**config.mk**
```make
export PLATFORM = sky130hd
export DESIGN_NAME = jtag_tap_controller
export DESIGN_NICKNAME = d
export VERILOG_FILES = /design/src/rtl/jtag_tap_pkg.sv /design/src/rtl/jtag_tap_fsm.sv /design/src/rtl/jtag_tap_controller.sv
export SDC_FILE = /design/constraint.sdc
export NUM_CORES = 1
export LEC_CHECK = 0
export ABC_AREA = 0
export ABC_CLOCK_PERIOD_IN_PS = 1100
export CAP_MARGIN = 5
export CELL_PAD_IN_SITES_DETAIL_PLACEMENT = 2
export CELL_PAD_IN_SITES_GLOBAL_PLACEMENT = 2
export CORE_UTILIZATION = 20
export CTS_CLUSTER_DIAMETER = 50
export CTS_CLUSTER_SIZE = 8
export DETAILED_ROUTE_END_ITERATION = 8
export GPL_ROUTABILITY_DRIVEN = 0
export GPL_TIMING_DRIVEN = 0
export PLACE_DENSITY_LB_ADDON = 0.1
export RECOVER_POWER = 100
export SYNTH_ARGS = -nofsm -noshare
export SYNTH_HDL_FRONTEND = slang
export SYNTH_SLANG_ARGS = --single-unit
```
**constraint.sdc**
```tcl
create_clock -name TCK -period 1.1 [get_ports TCK]
set_input_delay 0.22 -clock TCK [delete_from_list [all_inputs] [get_ports TCK]]
set_output_delay 0.22 -clock TCK [all_outputs]
set_load 0.02 [all_outputs]
```
**src/rtl/jtag_tap_pkg.sv**
```systemverilog
// Shared TAP definitions: IEEE state encoding, BYPASS opcode and the IR capture pattern.
package jtag_tap_pkg;

    typedef enum logic [3:0] {
        EX2_DR   = 4'h0,
        EX1_DR   = 4'h1,
        SH_DR    = 4'h2,
        PAUSE_DR = 4'h3,
        SEL_IR   = 4'h4,
        UPD_DR   = 4'h5,
        CAP_DR   = 4'h6,
        SEL_DR   = 4'h7,
        EX2_IR   = 4'h8,
        EX1_IR   = 4'h9,
        SH_IR    = 4'hA,
        PAUSE_IR = 4'hB,
        RTI      = 4'hC,
        UPD_IR   = 4'hD,
        CAP_IR   = 4'hE,
        TLR      = 4'hF
    } tap_state_e;

    localparam int                      MAX_IR_WIDTH = 32;
    localparam logic [MAX_IR_WIDTH-1:0] BYPASS_OP    = '1;
    localparam logic [1:0]              CAPTURE_PAT  = 2'b01;

endpackage

```
**src/rtl/jtag_tap_fsm.sv**
```systemverilog
// 16-state TAP state machine: state register plus TMS-driven next-state logic.
module jtag_tap_fsm
    import jtag_tap_pkg::*;
(
    input  logic       TCK,
    input  logic       reset,
    input  logic       TMS,
    output logic [3:0] State
);

    tap_state_e state_q, state_d;

    always_ff @(posedge TCK) begin
        if (reset) state_q <= TLR;
        else       state_q <= state_d;
    end

    always_comb begin
        state_d = state_q;
        unique case (state_q)
            TLR:      state_d = TMS ? TLR    : RTI;
            RTI:      state_d = TMS ? SEL_DR : RTI;
            SEL_DR:   state_d = TMS ? SEL_IR : CAP_DR;
            CAP_DR:   state_d = TMS ? EX1_DR : SH_DR;
            SH_DR:    state_d = TMS ? EX1_DR : SH_DR;
            EX1_DR:   state_d = TMS ? UPD_DR : PAUSE_DR;
            PAUSE_DR: state_d = TMS ? EX2_DR : PAUSE_DR;
            EX2_DR:   state_d = TMS ? UPD_DR : SH_DR;
            UPD_DR:   state_d = TMS ? SEL_DR : RTI;
            SEL_IR:   state_d = TMS ? TLR    : CAP_IR;
            CAP_IR:   state_d = TMS ? EX1_IR : SH_IR;
            SH_IR:    state_d = TMS ? EX1_IR : SH_IR;
            EX1_IR:   state_d = TMS ? UPD_IR : PAUSE_IR;
            PAUSE_IR: state_d = TMS ? EX2_IR : PAUSE_IR;
            EX2_IR:   state_d = TMS ? UPD_IR : SH_IR;
            UPD_IR:   state_d = TMS ? SEL_DR : RTI;
        endcase
    end

    assign State = state_q;

endmodule

```
**src/rtl/jtag_tap_controller.sv**
```systemverilog
// TAP controller: FSM, enable decode, instruction register and DR-select decode.
// Optional macro JTAG_TAP_IDCODE_EN: IDCODE support and IDCODE as reset instruction (else BYPASS).
module jtag_tap_controller
    import jtag_tap_pkg::*;
#(
    parameter int                  IR_WIDTH  = 4,
    parameter logic [IR_WIDTH-1:0] OP_EXTEST = IR_WIDTH'(4'b0000),
    parameter logic [IR_WIDTH-1:0] OP_SAMPLE = IR_WIDTH'(4'b0010),
    parameter logic [IR_WIDTH-1:0] OP_IDCODE = IR_WIDTH'(4'b0001)
) (
    input  logic                TCK,
    input  logic                reset,
    input  logic                TMS,
    input  logic                TDI,
    output logic [3:0]          State,
    output logic                CaptureDR,
    output logic                ShiftDR,
    output logic                UpdateDR,
    output logic                CaptureIR,
    output logic                ShiftIR,
    output logic                UpdateIR,
    output logic                Select,
    output logic                Enable,
    output logic                IrTdo,
    output logic [IR_WIDTH-1:0] IrOut,
    output logic                SelBypass,
    output logic                SelIdcode,
    output logic                SelBoundary
);

    localparam logic [IR_WIDTH-1:0] BYPASS  = BYPASS_OP[IR_WIDTH-1:0];
    localparam logic [IR_WIDTH-1:0] CAPTURE = IR_WIDTH'(CAPTURE_PAT);
`ifdef JTAG_TAP_IDCODE_EN
    localparam logic [IR_WIDTH-1:0] RESET_INSTR = OP_IDCODE;
`else
    localparam logic [IR_WIDTH-1:0] RESET_INSTR = BYPASS;
`endif

    logic [3:0]          state_w;
    logic [IR_WIDTH-1:0] ir_shift_q, ir_shift_d;
    logic [IR_WIDTH-1:0] ir_out_q, ir_out_d;

    jtag_tap_fsm u_fsm (
        .TCK   (TCK),
        .reset (reset),
        .TMS   (TMS),
        .State (state_w)
    );

    always_comb begin
        CaptureDR = (state_w == CAP_DR);
        ShiftDR   = (state_w == SH_DR);
        UpdateDR  = (state_w == UPD_DR);
        CaptureIR = (state_w == CAP_IR);
        ShiftIR   = (state_w == SH_IR);
        UpdateIR  = (state_w == UPD_IR);
        Enable    = ShiftDR | ShiftIR;
        // Select-IR itself still routes the DR path; only the IR column after it selects IR.
        Select    = state_w inside {CAP_IR, SH_IR, EX1_IR, PAUSE_IR, EX2_IR, UPD_IR};
    end

    always_comb begin
        ir_shift_d = ir_shift_q;
        ir_out_d   = ir_out_q;
        if (state_w == CAP_IR)     ir_shift_d = CAPTURE;
        else if (state_w == SH_IR) ir_shift_d = {TDI, ir_shift_q[IR_WIDTH-1:1]};
        if (state_w == UPD_IR)     ir_out_d = ir_shift_q;
        else if (state_w == TLR)   ir_out_d = RESET_INSTR;
    end

    always_ff @(posedge TCK) begin
        if (reset) begin
            ir_shift_q <= CAPTURE;
            ir_out_q   <= RESET_INSTR;
        end else begin
            ir_shift_q <= ir_shift_d;
            ir_out_q   <= ir_out_d;
        end
    end

    always_comb begin
        SelBypass   = 1'b0;
        SelIdcode   = 1'b0;
        SelBoundary = 1'b0;
`ifdef JTAG_TAP_IDCODE_EN
        if (ir_out_q == OP_IDCODE)                                 SelIdcode   = 1'b1;
        else if (ir_out_q == OP_EXTEST || ir_out_q == OP_SAMPLE)   SelBoundary = 1'b1;
        else                                                       SelBypass   = 1'b1;
`else
        if (ir_out_q == OP_EXTEST || ir_out_q == OP_SAMPLE)        SelBoundary = 1'b1;
        else                                                       SelBypass   = 1'b1;
`endif
    end

    assign State = state_w;
    assign IrTdo = ir_shift_q[0];
    assign IrOut = ir_out_q;

endmodule

```
### Met1 routing

The bar under the picture is 20 um long.
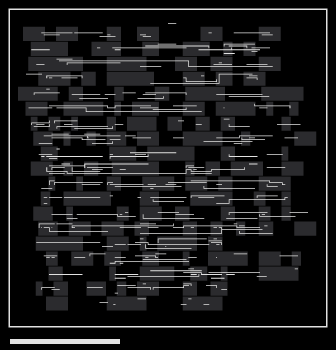
nets with wire on the layer: 114
wire length on this layer: 1040 um

### Signal wires on met2

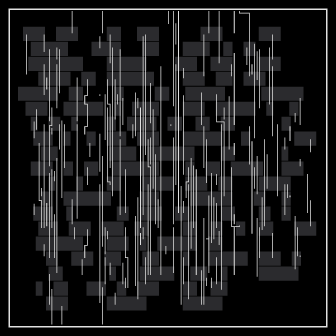
wire length on this layer: 1390 um
longest straight run: 37.7 um

==> GITHUB_STEP_SUMMARY <==
## PnR job results

| Metric | Value |
|---|---|
| DPL Wire Length | `1.464 mm` |
| Async SR Flop Fraction | `0%` |
| Met2 Use GR | `30.73%` |
| Power share of the clock group | `18.0%` |
| Flip-flops | `12` |
| RSZ-0062 raised after global routing | `yes` |
| Logic pwr share | `51.6%` |
| Highest routed metal layer | `met3` |
| GRT overflow | `0` |
| Worst path top cell family by delay | `simple AND/OR/NAND/NOR gates` |
| CP Cell Sequence | `nand2b_4 -> nor2_4 -> and2_4 -> buf_6` |
| Clock network area share | `1.927%` |
| Peak Freq | `699.4 MHz` |
| Register share after synthesis | `39.18%` |
| Worst reg2reg path endpoint | `u_fsm.State[1]$_SDFF_PP1_` |
| Metal2 WL | `1.394 mm` |
| Clock net power | `0.309 mW` |
| Post-CTS Setup Bufs | `14` |
| Via count | `749` |
| Crit-path max cell delay | `0.38 ns` |
| Origin of the critical flop-to-flop path | `u_fsm.State[0]$_SDFF_PP1_` |
| Post-Syn Area | `613.1 um^2` |
| Yosys simple share | `35.10%` |
| Crit-path max FO | `5` |
| Failing checks | `DRC, setup timing` |
| Area leader, netlist | `dfxtp_1` |
| Main area contributors | `dfxtp_1 39%, nor3_1 6.5%, nor2_1 6.1%, o21bai_1 6.1%, nand2_1 4.3%` |
| Iter 0 DRT Violations | `12` |
| Largest net degree at the start of global routing | `11` |
| Post-Place Setup Slack | `-0.5864 ns` |
| CTS Buf Count | `3` |
| Comb area share | `38.81%` |
| Logic area | `529.3 um^2` |
| Chip Area, Yosys | `613.1 um^2` |
| Synth warnings | `0` |
| Synth cell types | `26` |
| Flop area | `261.5 um^2` |
| Cells in synth_stat.txt | `79` |
| Flop-to-flop setup slack | `-0.18 ns` |
| Placed Area | `0.001007 mm^2` |
| Clk_lat worst skew | `0.29 ns` |
| Peak VDD IR | `724.2 uV` |
| Fin util | `48.21%` |
| Leakage | `0.6110 nW` |
| Mapped Cells | `79` |
| WP depth | `4` |
| XOR Share, Synth | `1.429%` |
| Main synth FF type | `dfxtp_1` |
| Crit. End Element | `output port` |
| Setup violations, final | `26` |
| Met3 WL | `96 um` |
| Crit-path slowest cell | `dfxtp_4` |
| Non-CTS buffers | `49` |
| Clock skew | `0.008651 ns` |
| Final setup margin | `-0.3298 ns` |
| Setup crit end | `ShiftIR` |
| Critical path arrival | `1.21 ns` |
| Worst Hold Depth | `2` |
| Floorplan Nets | `83` |
| Area Overhead vs Synth | `122.4%` |
| CTS H-Tree Depth | `1` |
| Total die area | `0.003291 mm^2` |
| Core box area | `0.002829 mm^2` |
| Final wirelength | `2.531 mm` |
| Sw Pwr | `0.6288 mW` |
| Via/cell ratio | `4.771` |
| Max-Cap Viols | `0` |
| Top cell category | `combinational gates` |
| Switching Fraction | `36.53%` |
| Post-synth top cells | `12 x dfxtp_1, 10 x nor2_1, 8 x nor3_1` |
| DIE HEIGHT | `57.37 um` |
| PD cells | `1262 mW/mm^2` |
| Worst r2r path cells | `6` |
| EDFF count, synth | `0` |
| Top logic family | `simple AND/OR/NAND/NOR gates` |
| Critical Path RT | `0.88 ns` |
| Total GRT Usage | `16.49%` |
| Buffer share of cell area | `36.70%` |
| DR DRC count | `5` |
| Initial antenna violation count | `0` |
| Seq pwr | `0.524 mW` |
| Clock sink total | `12` |
| Hold_buf cts | `0` |
| Avg Inst Size Synth | `7.761 um^2` |
| Status | `finished, violations left` |
| Area fraction in mux cells | `1.633%` |
| Vias in the first global route | `792` |
| Most used routing layer | `met2` |
| Layout cells sized above 1 | `65.08%` |
| Tool warnings | `29` |
| Final instance count without filler cells | `157` |
| Dominant logic cell type in the layout | `buf_6` |
| WHS Endpoint | `ir_shift_q[3]$_SDFFE_PP0P_` |
| Clock Pin Slew Worst Setup and Hold Paths | `0.09 ns` |
| Period Utilization, post-route | `130.0%` |
| Top-count cell post-synth | `dfxtp_1` |
| Worst hold slack | `0.4973 ns` |
| Die width | `57.37 um` |
| Mi-comb count | `59` |
| Port Buffers | `22` |
| FILL cells | `296` |
| I/O pins | `24` |
| CLK BUF | `4` |
| Area leader share | `39.18%` |
| Root buffer cell | `clkbuf_4` |
| Ao+oa area frac | `15.71%` |
| Final ANT Viol Nets | `0` |
| N_diodes | `0` |
| Well Taps | `31` |
| Worst min-delay path category | `register to register` |
| Non-Clock Inverter Count | `2` |
| Reg power frac | `30.5%` |
| Final hold vios | `0` |
| Combinational power | `0.888 mW` |
| WP buf/inv | `1` |
| Met3 Track Usage GR | `4.762%` |
| Final nets | `131` |
| Largest Pwr Group | `combinational cells` |
| FP Util | `21.67%` |
| Adder-cell share of the synthesized area | `0%` |
| Resize count post-CTS | `127` |
| First drt pass iteration count | `5` |
| Total Power | `1.721 mW` |
| Fin area | `0.001364 mm^2` |
| Num rows | `19` |
| Fin crit period | `1.430 ns` |
| Worst Hold Launch | `ir_shift_q[3]$_SDFFE_PP0P_` |
| CP startpoint | `u_fsm.State[0]$_SDFF_PP1_` |
| Startpoint types | `register` |
| Internal power | `1.093 mW` |
| CTS tree | `built` |
| Most instantiated logic cells after routing | `20 x buf_6, 13 x buf_4, 6 x nand2_1` |
| Global-route met1 utilization | `18.94%` |
| Setup TNS | `-4.507 ns` |
| Clock Tree Buf Depth | `2` |
| Crit Path Class | `register to output port` |
| First-pass GRT wire length | `4.002 mm` |
| DRT met1 WL | `1.040 mm` |
### Signal wires on met3

The bar under the picture is 20 um long.
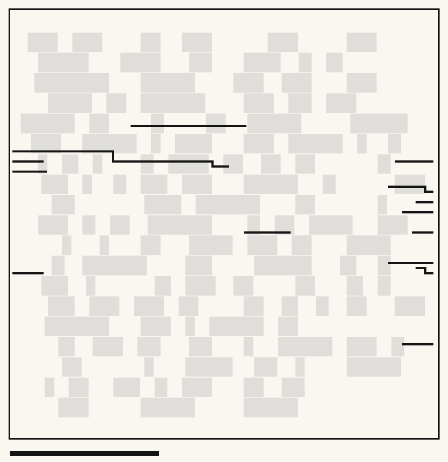
main direction: horizontal
share of all routed wire: 3.8%
wire length on this layer: 96.3 um
nets with wire on the layer: 13

Power is estimated from default activity; no workload was simulated.
